File: src/rtl/wb_writer_pkg.sv
// rtl/wb_writer_pkg.sv - shared register-file widths and helpers for the writeback writer
package wb_writer_pkg;

    localparam int REG_ADDR_W   = 5;
    localparam int REG_COUNT    = 32;
    localparam int XLEN_DEFAULT = 32;

    typedef logic [REG_ADDR_W-1:0] reg_addr_t;
    typedef logic [REG_COUNT-1:0]  reg_mask_t;

    // x0 is hardwired, so it never shows up as a pending destination
    function automatic reg_mask_t rd_bit(input reg_addr_t r);
        rd_bit = '0;
        if (r != '0) rd_bit[r] = 1'b1;
    endfunction

endpackage

File: src/rtl/wb_writer_if.sv
// rtl/wb_writer_if.sv - pipeline-side and regfile-side signals of the writeback writer
interface wb_writer_if #(
    parameter int XLEN = 32
);
    import wb_writer_pkg::*;

    logic            stall;
    logic            main_valid;
    reg_addr_t       main_rd;
    logic [XLEN-1:0] main_data;
    logic            atom_valid;
    logic            atom_ready;
    reg_addr_t       atom_rd;
    logic [XLEN-1:0] atom_data;
    logic            write_enable;
    reg_addr_t       rd;
    logic [XLEN-1:0] write_data;
    logic            atomic_write_enable;
    reg_addr_t       atomic_rd;
    logic [XLEN-1:0] atomic_write_data;
    reg_mask_t       pending_mask;

    modport master (
        output stall, main_valid, main_rd, main_data, atom_valid, atom_rd, atom_data,
        input  atom_ready, write_enable, rd, write_data,
        input  atomic_write_enable, atomic_rd, atomic_write_data, pending_mask
    );

    modport slave (
        input  stall, main_valid, main_rd, main_data, atom_valid, atom_rd, atom_data,
        output atom_ready, write_enable, rd, write_data,
        output atomic_write_enable, atomic_rd, atomic_write_data, pending_mask
    );

endinterface

File: src/rtl/wb_writer_fifo.sv
// rtl/wb_writer_fifo.sv - atomic result FIFO (wb_fifo) exposing per-entry valid and rd
module wb_fifo
    import wb_writer_pkg::*;
#(
    parameter int XLEN  = 32,
    parameter int DEPTH = 4
) (
    input  logic                       clk,
    input  logic                       rst_n,
    input  logic                       push_i,
    input  reg_addr_t                  push_rd_i,
    input  logic [XLEN-1:0]            push_data_i,
    input  logic                       pop_i,
    output reg_addr_t                  head_rd_o,
    output logic [XLEN-1:0]            head_data_o,
    output logic                       full_o,
    output logic [$clog2(DEPTH):0]     count_o,
    output logic                       ent_valid_o [DEPTH],
    output reg_addr_t                  ent_rd_o    [DEPTH]
);
    localparam int PTR_W = $clog2(DEPTH);

    logic [PTR_W-1:0] wr_ptr_q, wr_ptr_d;
    logic [PTR_W-1:0] rd_ptr_q, rd_ptr_d;
    logic [PTR_W:0]   count_q, count_d;
    reg_addr_t        rd_mem_q   [DEPTH];
    logic [XLEN-1:0]  data_mem_q [DEPTH];
    logic             do_push, do_pop, empty;

    assign empty   = (count_q == '0);
    assign full_o  = (count_q == (PTR_W+1)'(DEPTH));
    assign count_o = count_q;
    assign do_push = push_i && !full_o;
    assign do_pop  = pop_i && !empty;

    assign head_rd_o   = rd_mem_q[rd_ptr_q];
    assign head_data_o = data_mem_q[rd_ptr_q];

    // DEPTH is a power of two, so pointer overflow is the modulo wrap
    always_comb begin
        wr_ptr_d = do_push ? wr_ptr_q + 1'b1 : wr_ptr_q;
        rd_ptr_d = do_pop  ? rd_ptr_q + 1'b1 : rd_ptr_q;
        count_d  = count_q;
        if (do_push && !do_pop) count_d = count_q + 1'b1;
        if (do_pop && !do_push) count_d = count_q - 1'b1;
    end

    always_ff @(posedge clk or negedge rst_n) begin
        if (!rst_n) begin
            wr_ptr_q <= '0;
            rd_ptr_q <= '0;
            count_q  <= '0;
            for (int i = 0; i < DEPTH; i++) begin
                rd_mem_q[i]   <= '0;
                data_mem_q[i] <= '0;
            end
        end else begin
            wr_ptr_q <= wr_ptr_d;
            rd_ptr_q <= rd_ptr_d;
            count_q  <= count_d;
            if (do_push) begin
                rd_mem_q[wr_ptr_q]   <= push_rd_i;
                data_mem_q[wr_ptr_q] <= push_data_i;
            end
        end
    end

    // An entry is live when its distance from the head is below the occupancy
    always_comb begin
        for (int i = 0; i < DEPTH; i++) begin
            ent_valid_o[i] = ({1'b0, PTR_W'(i) - rd_ptr_q} < count_q);
            ent_rd_o[i]    = rd_mem_q[i];
        end
    end

endmodule

File: src/rtl/wb_writer.sv
// rtl/wb_writer.sv - writeback driver for the dual-write-port register file
// Optional WB_STATS_EN adds stat_main_wr / stat_atom_wr / stat_atom_drop counters.
module wb_writer
    import wb_writer_pkg::*;
#(
    parameter int XLEN  = 32,
    parameter int DEPTH = 4
) (
    input  logic        clk,
    input  logic        reset,
    wb_writer_if.slave  bus
`ifdef WB_STATS_EN
    ,
    output logic [31:0] stat_main_wr,
    output logic [31:0] stat_atom_wr,
    output logic [31:0] stat_atom_drop
`endif
);
    localparam int CNT_W = $clog2(DEPTH) + 1;

    reg_addr_t        head_rd;
    logic [XLEN-1:0]  head_data;
    logic             fifo_full;
    logic [CNT_W-1:0] fifo_count;
    logic             ent_valid [DEPTH];
    reg_addr_t        ent_rd    [DEPTH];

    logic pop, push, main_wr, collide, atom_wr;

    logic            we_q,    we_d;
    reg_addr_t       rd_q,    rd_d;
    logic [XLEN-1:0] wdata_q, wdata_d;
    logic            awe_q,   awe_d;
    reg_addr_t       ard_q,   ard_d;
    logic [XLEN-1:0] adata_q, adata_d;

    assign bus.atom_ready = reset && !fifo_full;

    wb_fifo #(.XLEN(XLEN), .DEPTH(DEPTH)) u_fifo (
        .clk         (clk),
        .rst_n       (reset),
        .push_i      (push),
        .push_rd_i   (bus.atom_rd),
        .push_data_i (bus.atom_data),
        .pop_i       (pop),
        .head_rd_o   (head_rd),
        .head_data_o (head_data),
        .full_o      (fifo_full),
        .count_o     (fifo_count),
        .ent_valid_o (ent_valid),
        .ent_rd_o    (ent_rd)
    );

    // The main result is younger than anything queued, so on a collision the head is dropped
    always_comb begin
        pop     = !bus.stall && (fifo_count != '0);
        push    = bus.atom_valid && bus.atom_ready;
        main_wr = bus.main_valid && !bus.stall && (bus.main_rd != '0);
        collide = pop && main_wr && (head_rd == bus.main_rd);
        atom_wr = pop && (head_rd != '0) && !collide;
    end

    always_comb begin
        we_d    = main_wr;
        rd_d    = bus.main_rd;
        wdata_d = bus.main_data;
        awe_d   = atom_wr;
        ard_d   = pop ? head_rd   : ard_q;
        adata_d = pop ? head_data : adata_q;
    end

    always_ff @(posedge clk or negedge reset) begin
        if (!reset) begin
            we_q    <= 1'b0;
            rd_q    <= '0;
            wdata_q <= '0;
            awe_q   <= 1'b0;
            ard_q   <= '0;
            adata_q <= '0;
        end else begin
            we_q    <= we_d;
            rd_q    <= rd_d;
            wdata_q <= wdata_d;
            awe_q   <= awe_d;
            ard_q   <= ard_d;
            adata_q <= adata_d;
        end
    end

    assign bus.write_enable        = we_q;
    assign bus.rd                  = rd_q;
    assign bus.write_data          = wdata_q;
    assign bus.atomic_write_enable = awe_q;
    assign bus.atomic_rd           = ard_q;
    assign bus.atomic_write_data   = adata_q;

    // Built from registered state only so decode never sees a same-cycle input loop
    always_comb begin
        bus.pending_mask = awe_q ? rd_bit(ard_q) : '0;
        for (int i = 0; i < DEPTH; i++) begin
            if (ent_valid[i]) bus.pending_mask = bus.pending_mask | rd_bit(ent_rd[i]);
        end
    end

`ifdef WB_STATS_EN
    logic [31:0] main_cnt_q, main_cnt_d;
    logic [31:0] atom_cnt_q, atom_cnt_d;
    logic [31:0] drop_cnt_q, drop_cnt_d;

    always_comb begin
        main_cnt_d = main_cnt_q + {31'd0, main_wr};
        atom_cnt_d = atom_cnt_q + {31'd0, atom_wr};
        drop_cnt_d = drop_cnt_q + {31'd0, collide};
    end

    always_ff @(posedge clk or negedge reset) begin
        if (!reset) begin
            main_cnt_q <= '0;
            atom_cnt_q <= '0;
            drop_cnt_q <= '0;
        end else begin
            main_cnt_q <= main_cnt_d;
            atom_cnt_q <= atom_cnt_d;
            drop_cnt_q <= drop_cnt_d;
        end
    end

    assign stat_main_wr   = main_cnt_q;
    assign stat_atom_wr   = atom_cnt_q;
    assign stat_atom_drop = drop_cnt_q;
`endif

endmodule

File: src/flat_wrapper.sv
// flat-port wrapper written by rule: the top's interface ports become plain ports
module wb_writer_flat import wb_writer_pkg::*;
#(
    parameter int XLEN  = 32,
    parameter int DEPTH = 4
)
  (clk, reset, bus_stall, bus_main_valid, bus_main_rd, bus_main_data, bus_atom_valid, bus_atom_rd, bus_atom_data, bus_atom_ready, bus_write_enable, bus_rd, bus_write_data, bus_atomic_write_enable, bus_atomic_rd, bus_atomic_write_data, bus_pending_mask);
  wb_writer_if #(.XLEN(XLEN)) bus_i ();
  input  logic clk;
  input  logic reset;
  input wire logic [$bits(bus_i.stall)-1:0] bus_stall;
  input wire logic [$bits(bus_i.main_valid)-1:0] bus_main_valid;
  input wire logic [$bits(bus_i.main_rd)-1:0] bus_main_rd;
  input wire logic [$bits(bus_i.main_data)-1:0] bus_main_data;
  input wire logic [$bits(bus_i.atom_valid)-1:0] bus_atom_valid;
  input wire logic [$bits(bus_i.atom_rd)-1:0] bus_atom_rd;
  input wire logic [$bits(bus_i.atom_data)-1:0] bus_atom_data;
  output wire logic [$bits(bus_i.atom_ready)-1:0] bus_atom_ready;
  output wire logic [$bits(bus_i.write_enable)-1:0] bus_write_enable;
  output wire logic [$bits(bus_i.rd)-1:0] bus_rd;
  output wire logic [$bits(bus_i.write_data)-1:0] bus_write_data;
  output wire logic [$bits(bus_i.atomic_write_enable)-1:0] bus_atomic_write_enable;
  output wire logic [$bits(bus_i.atomic_rd)-1:0] bus_atomic_rd;
  output wire logic [$bits(bus_i.atomic_write_data)-1:0] bus_atomic_write_data;
  output wire logic [$bits(bus_i.pending_mask)-1:0] bus_pending_mask;
  assign bus_i.stall = bus_stall;
  assign bus_i.main_valid = bus_main_valid;
  assign bus_i.main_rd = bus_main_rd;
  assign bus_i.main_data = bus_main_data;
  assign bus_i.atom_valid = bus_atom_valid;
  assign bus_i.atom_rd = bus_atom_rd;
  assign bus_i.atom_data = bus_atom_data;
  assign bus_atom_ready = bus_i.atom_ready;
  assign bus_write_enable = bus_i.write_enable;
  assign bus_rd = bus_i.rd;
  assign bus_write_data = bus_i.write_data;
  assign bus_atomic_write_enable = bus_i.atomic_write_enable;
  assign bus_atomic_rd = bus_i.atomic_rd;
  assign bus_atomic_write_data = bus_i.atomic_write_data;
  assign bus_pending_mask = bus_i.pending_mask;
  wb_writer #(.XLEN(XLEN), .DEPTH(DEPTH)) u_core (.clk(clk), .reset(reset), .bus(bus_i));
endmodule
File: config.mk
export PLATFORM = sky130hd
export DESIGN_NAME = wb_writer_flat
export DESIGN_NICKNAME = d
export VERILOG_FILES = /design/src/rtl/wb_writer_pkg.sv /design/src/rtl/wb_writer_if.sv /design/src/rtl/wb_writer_fifo.sv /design/src/rtl/wb_writer.sv /design/src/flat_wrapper.sv
export SDC_FILE = /design/constraint.sdc
export NUM_CORES = 1
export LEC_CHECK = 0
export CAP_MARGIN = 20
export CORE_ASPECT_RATIO = 0.5
export CORE_MARGIN = 5
export CORE_UTILIZATION = 35
export CTS_CLUSTER_SIZE = 28
export DETAILED_ROUTE_END_ITERATION = 10
export PLACE_DENSITY = 0.6
export SYNTH_ARGS = -nofsm -noshare
export SYNTH_HDL_FRONTEND = slang
export SYNTH_SLANG_ARGS = --single-unit
export TNS_END_PERCENT = 1
File: constraint.sdc
create_clock -name clk -period 4.7 [get_ports clk]
set_clock_uncertainty 0.1 [all_clocks]
set_input_delay 1.175 -clock clk [delete_from_list [all_inputs] [get_ports clk]]
set_output_delay 1.175 -clock clk [all_outputs]
set_load 0.05 [all_outputs]
Fig. 1: run 1, cells by drive strength
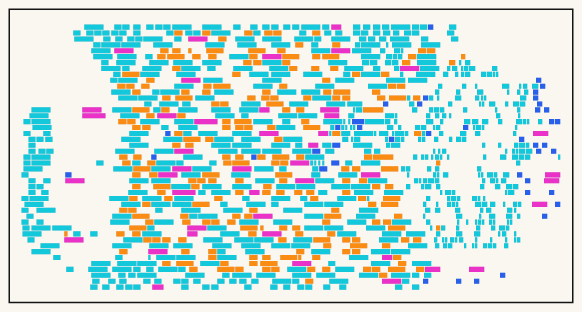
legend:
  x3 and x4:
    color: blue
    cells: 42
    share: 4.3%
    most_used: buf_4
  x6 and larger:
    color: magenta
    cells: 43
    share: 4.4%
    most_used: clkbuf_16
  x1 and smaller:
    color: cyan
    cells: 671
    share: 68%
    most_used: dfrtp_1
  x2:
    color: orange
    cells: 228
    share: 23%
    most_used: mux2_2

Fig. 2: run 1, a small window of the routed layout
Region (184, 91) to (204, 111) µm. Cells in gray, sequential cells in the stronger gray; small squares are vias.
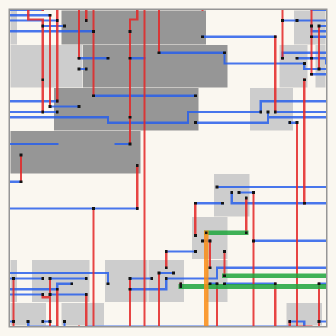
legend:
  M4:
    color: orange
  M1:
    color: blue
  M2:
    color: red
  M3:
    color: green
cells with their middle in the window: 17
most frequent: dfrtp_1 (4), o22ai_1 (3), buf_4 (2)
netlist names of flops here include: u_core.bus.atomic_rd (3), u_core.u_fifo.ent_rd_o (1)
sequential cells in the window: 4

==> flow_metrics.tcl, run 1 <==
# yosys + openroad results
set metrics [dict create \
    flops 231 \
    highest_layer "met4" \
    synth.avg_cell_area_um2 13.7 \
    wl_met3_um 1330 \
    fa_ha_area_share_pct 1.23 \
    regToRegSetupSlack_ps 1980 \
    post-cts-setup-buffer-count 0 \
    cts_buffers 24 \
    dominant-cell-class "flip-flops and latches" \
    fp_util_pct 35.6 \
    core-area_um2 30400 \
    status "finished clean" \
    yosysWarnings 0 \
    gr-usage-met2_pct 30.8 \
    crit_fanout 6 \
    worst_slew_pin_slew_ps 939 \
    warnings 30 \
    cpPeakStageDelay_ps 520 \
    max-cap-violations 0 \
    maxPowerGroup "combinational logic" \
    r2r_end "u_core.bus.atomic_write_enable" \
]
Fig. 3: run 1, cell density map
26 x 13 tiles, from white (low) to dark blue (high), 0 to 100% covered.
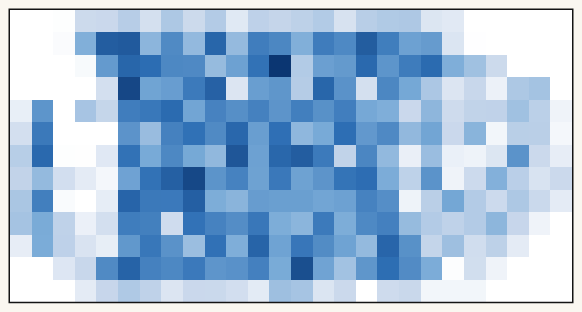
tiles over 75% full: 8.3%
densest ninth of the die: center
nearly empty tiles: 15%

Fig. 4: run 1, pin map
The bar under the picture is 100 µm long. Pins as bars across the die edge, other pins in gray.
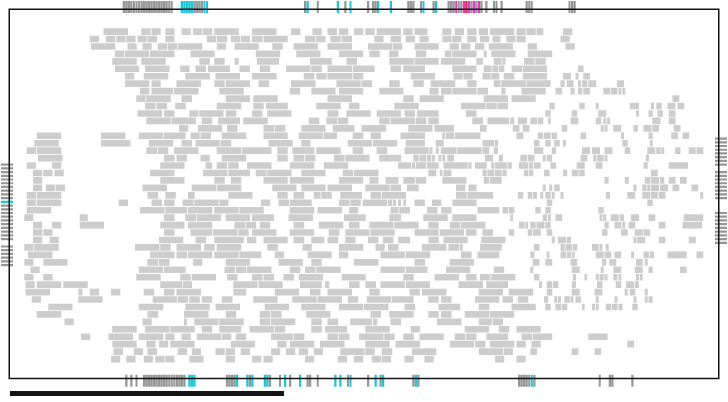
legend:
  bus_atom_data:
    color: cyan
    pins: 32
    direction: input
    edge: 17 south, 14 north, 1 west
  bus_main_rd:
    color: magenta
    pins: 5
    direction: input
    edge: north
  bus_write_enable:
    color: red
    pins: 1
    direction: output
    edge: north
all pins by edge: 73 north, 63 south, 27 west, 25 east

Fig. 5: run 1, cell placement
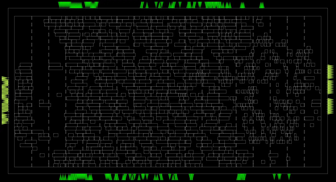

==> run 1 -> run 2 <==
CORE_UTILIZATION = 30   (was 35)
GPL_TIMING_DRIVEN = 0   (was not set)
PLACE_DENSITY = 0.53   (was 0.6)
Fig. 6: run 2, cell placement
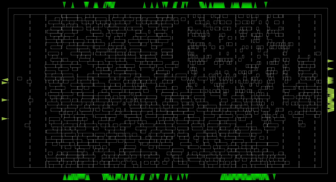
flip-flops: 231
n_taps: 484
Finished Layout Cells: 1502

==> run 2 against run 1 <==
Net effect:
- largest cell class unchanged
- total power up 0.11%
- die area up 16%
- core utilization down 6.1 points
- sequential power down 3%
- register-to-register slack worse by 260 ps
- fmax down 6.8%
==> flow_metrics.tcl, run 2 <==
# yosys + openroad results
set metrics [dict create \
    final_area_um2 14100 \
    globalRouteOverflowTotal 0 \
    ys_cells 791 \
    warnings 32 \
    io_buffers 186 \
    pre_cts_ws_ps -1040 \
    nets 1095 \
    regToRegSetupSlack_ps 1720 \
    highest_layer "met4" \
    hold_path.class "register to register" \
    dominant-cell-class "flip-flops and latches" \
    holdWs_ps 389 \
    cts_buffers 24 \
    cts_tree "done" \
    fa_ha_area_share_pct 1.23 \
    post-cts-setup-buffer-count 2 \
    final.signal_buffer_count 236 \
    r2r_end "u_core.u_fifo.count_o[2]" \
    crit_fanout 10 \
    wl_met3_um 1730 \
    synth.avg_cell_area_um2 13.7 \
    gr-usage-met2_pct 26.8 \
    yosysWarnings 0 \
    p_seq_mw 3.38 \
    grt_usage_pct 16.5 \
    worst_slew_pin_slew_ps 858 \
    cpPeakStageDelay_ps 370 \
    max-cap-violations 0 \
    status "finished clean" \
    ys_top_logic_family "multiplexers" \
    critPathKind "register to primary output" \
    grtUsageMet1_pct 23.2 \
    dpl-instance-area_um2 13400 \
    maxPowerGroup "combinational logic" \
    synth.top_cells.by_count "dfrtp_1, mux2_2, nand2_1" \
    core-area_um2 35700 \
    grt_setup_unrepaired "true" \
    synth_seq_share_pct 53.4 \
    fp_util_pct 30.3 \
]
Fig. 7: run 2, cell density map
28 x 14 tiles, from white (low) to dark blue (high), 0 to 100% covered.
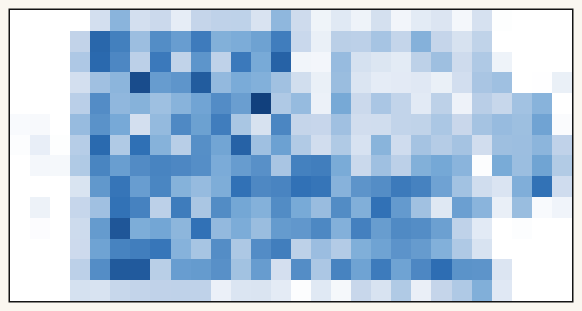

==> run 2 -> run 3 <==
CORE_MARGIN = 2   (was 5)
SETUP_SLACK_MARGIN = 0.15   (was not set)
Fig. 8: run 3, cell density map
27 x 14 tiles, from white (low) to dark blue (high), 0 to 100% covered.
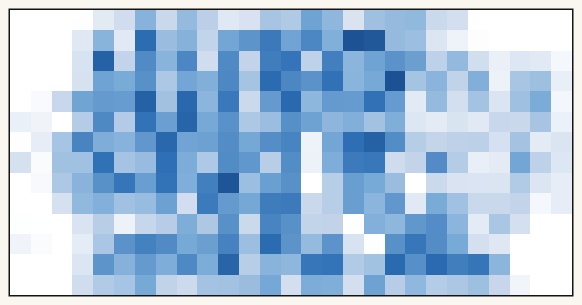
nearly empty tiles: 14%
tiles over 75% full: 4.8%
mean over tiles: 36%

==> run 3 against run 2 <==
Net effect:
- critical path depth shrank 1
- sequential power is essentially flat
- non-clock buffer count grew 3
- sequential share of layout area shrank 0.13 points
- sequential cell count is the same
- critical endpoint is now bus_pending_mask[2]
- largest cell class unchanged
==> flow_metrics.tcl, run 3 <==
# yosys + openroad results
set metrics [dict create \
    post-cts-setup-buffer-count 3 \
    synth_seq_share_pct 53.4 \
    highest_layer "met4" \
    io_buffers 186 \
    drcViolationCount 0 \
    r2r_end "u_core.u_fifo.count_o[2]" \
    reg2reg_depth 10 \
    grt_pass1_vias 8136 \
    pre_cts_ws_ps -830 \
    tap_cells 484 \
    final.signal_buffer_count 239 \
    nFillCells 3392 \
    nets 1098 \
    ys_top_logic_family "multiplexers" \
    critPathKind "register to primary output" \
    globalRouteOverflowTotal 0 \
    dominant-cell-class "flip-flops and latches" \
    grt_usage_pct 17.2 \
    core-area_um2 35700 \
    grt_setup_unrepaired "true" \
    fa_ha_area_share_pct 1.23 \
    clkSlewWorstSetupHoldPaths_ps 60 \
    final_area_um2 14100 \
    synth.avg_cell_area_um2 13.7 \
    holdPathEnd "u_core.u_fifo.data_mem_q[32]" \
    flops 231 \
    grtUsageMet1_pct 22.3 \
    synth.top_cells.by_count "dfrtp_1, mux2_2, nand2_1" \
    cpPeakStageDelay_ps 520 \
    synth_top_cell_by_count "dfrtp_1" \
    max-cap-violations 0 \
    ys_cells 791 \
    hold_path.class "register to register" \
    antennaDiodeCount 0 \
    combinationalPower_mw 5.83 \
    wl_met3_um 1330 \
    gr-usage-met2_pct 29.5 \
    holdWs_ps 386 \
    crit_fanout 10 \
    cts_tree "done" \
    largest_reg_flops 128 \
    regToRegSetupSlack_ps 1830 \
    status "finished clean" \
    warnings 34 \
    dpl-instance-area_um2 13400 \
    yosysWarnings 0 \
    cts_buffers 24 \
]
Power is estimated from default activity; no workload was simulated.
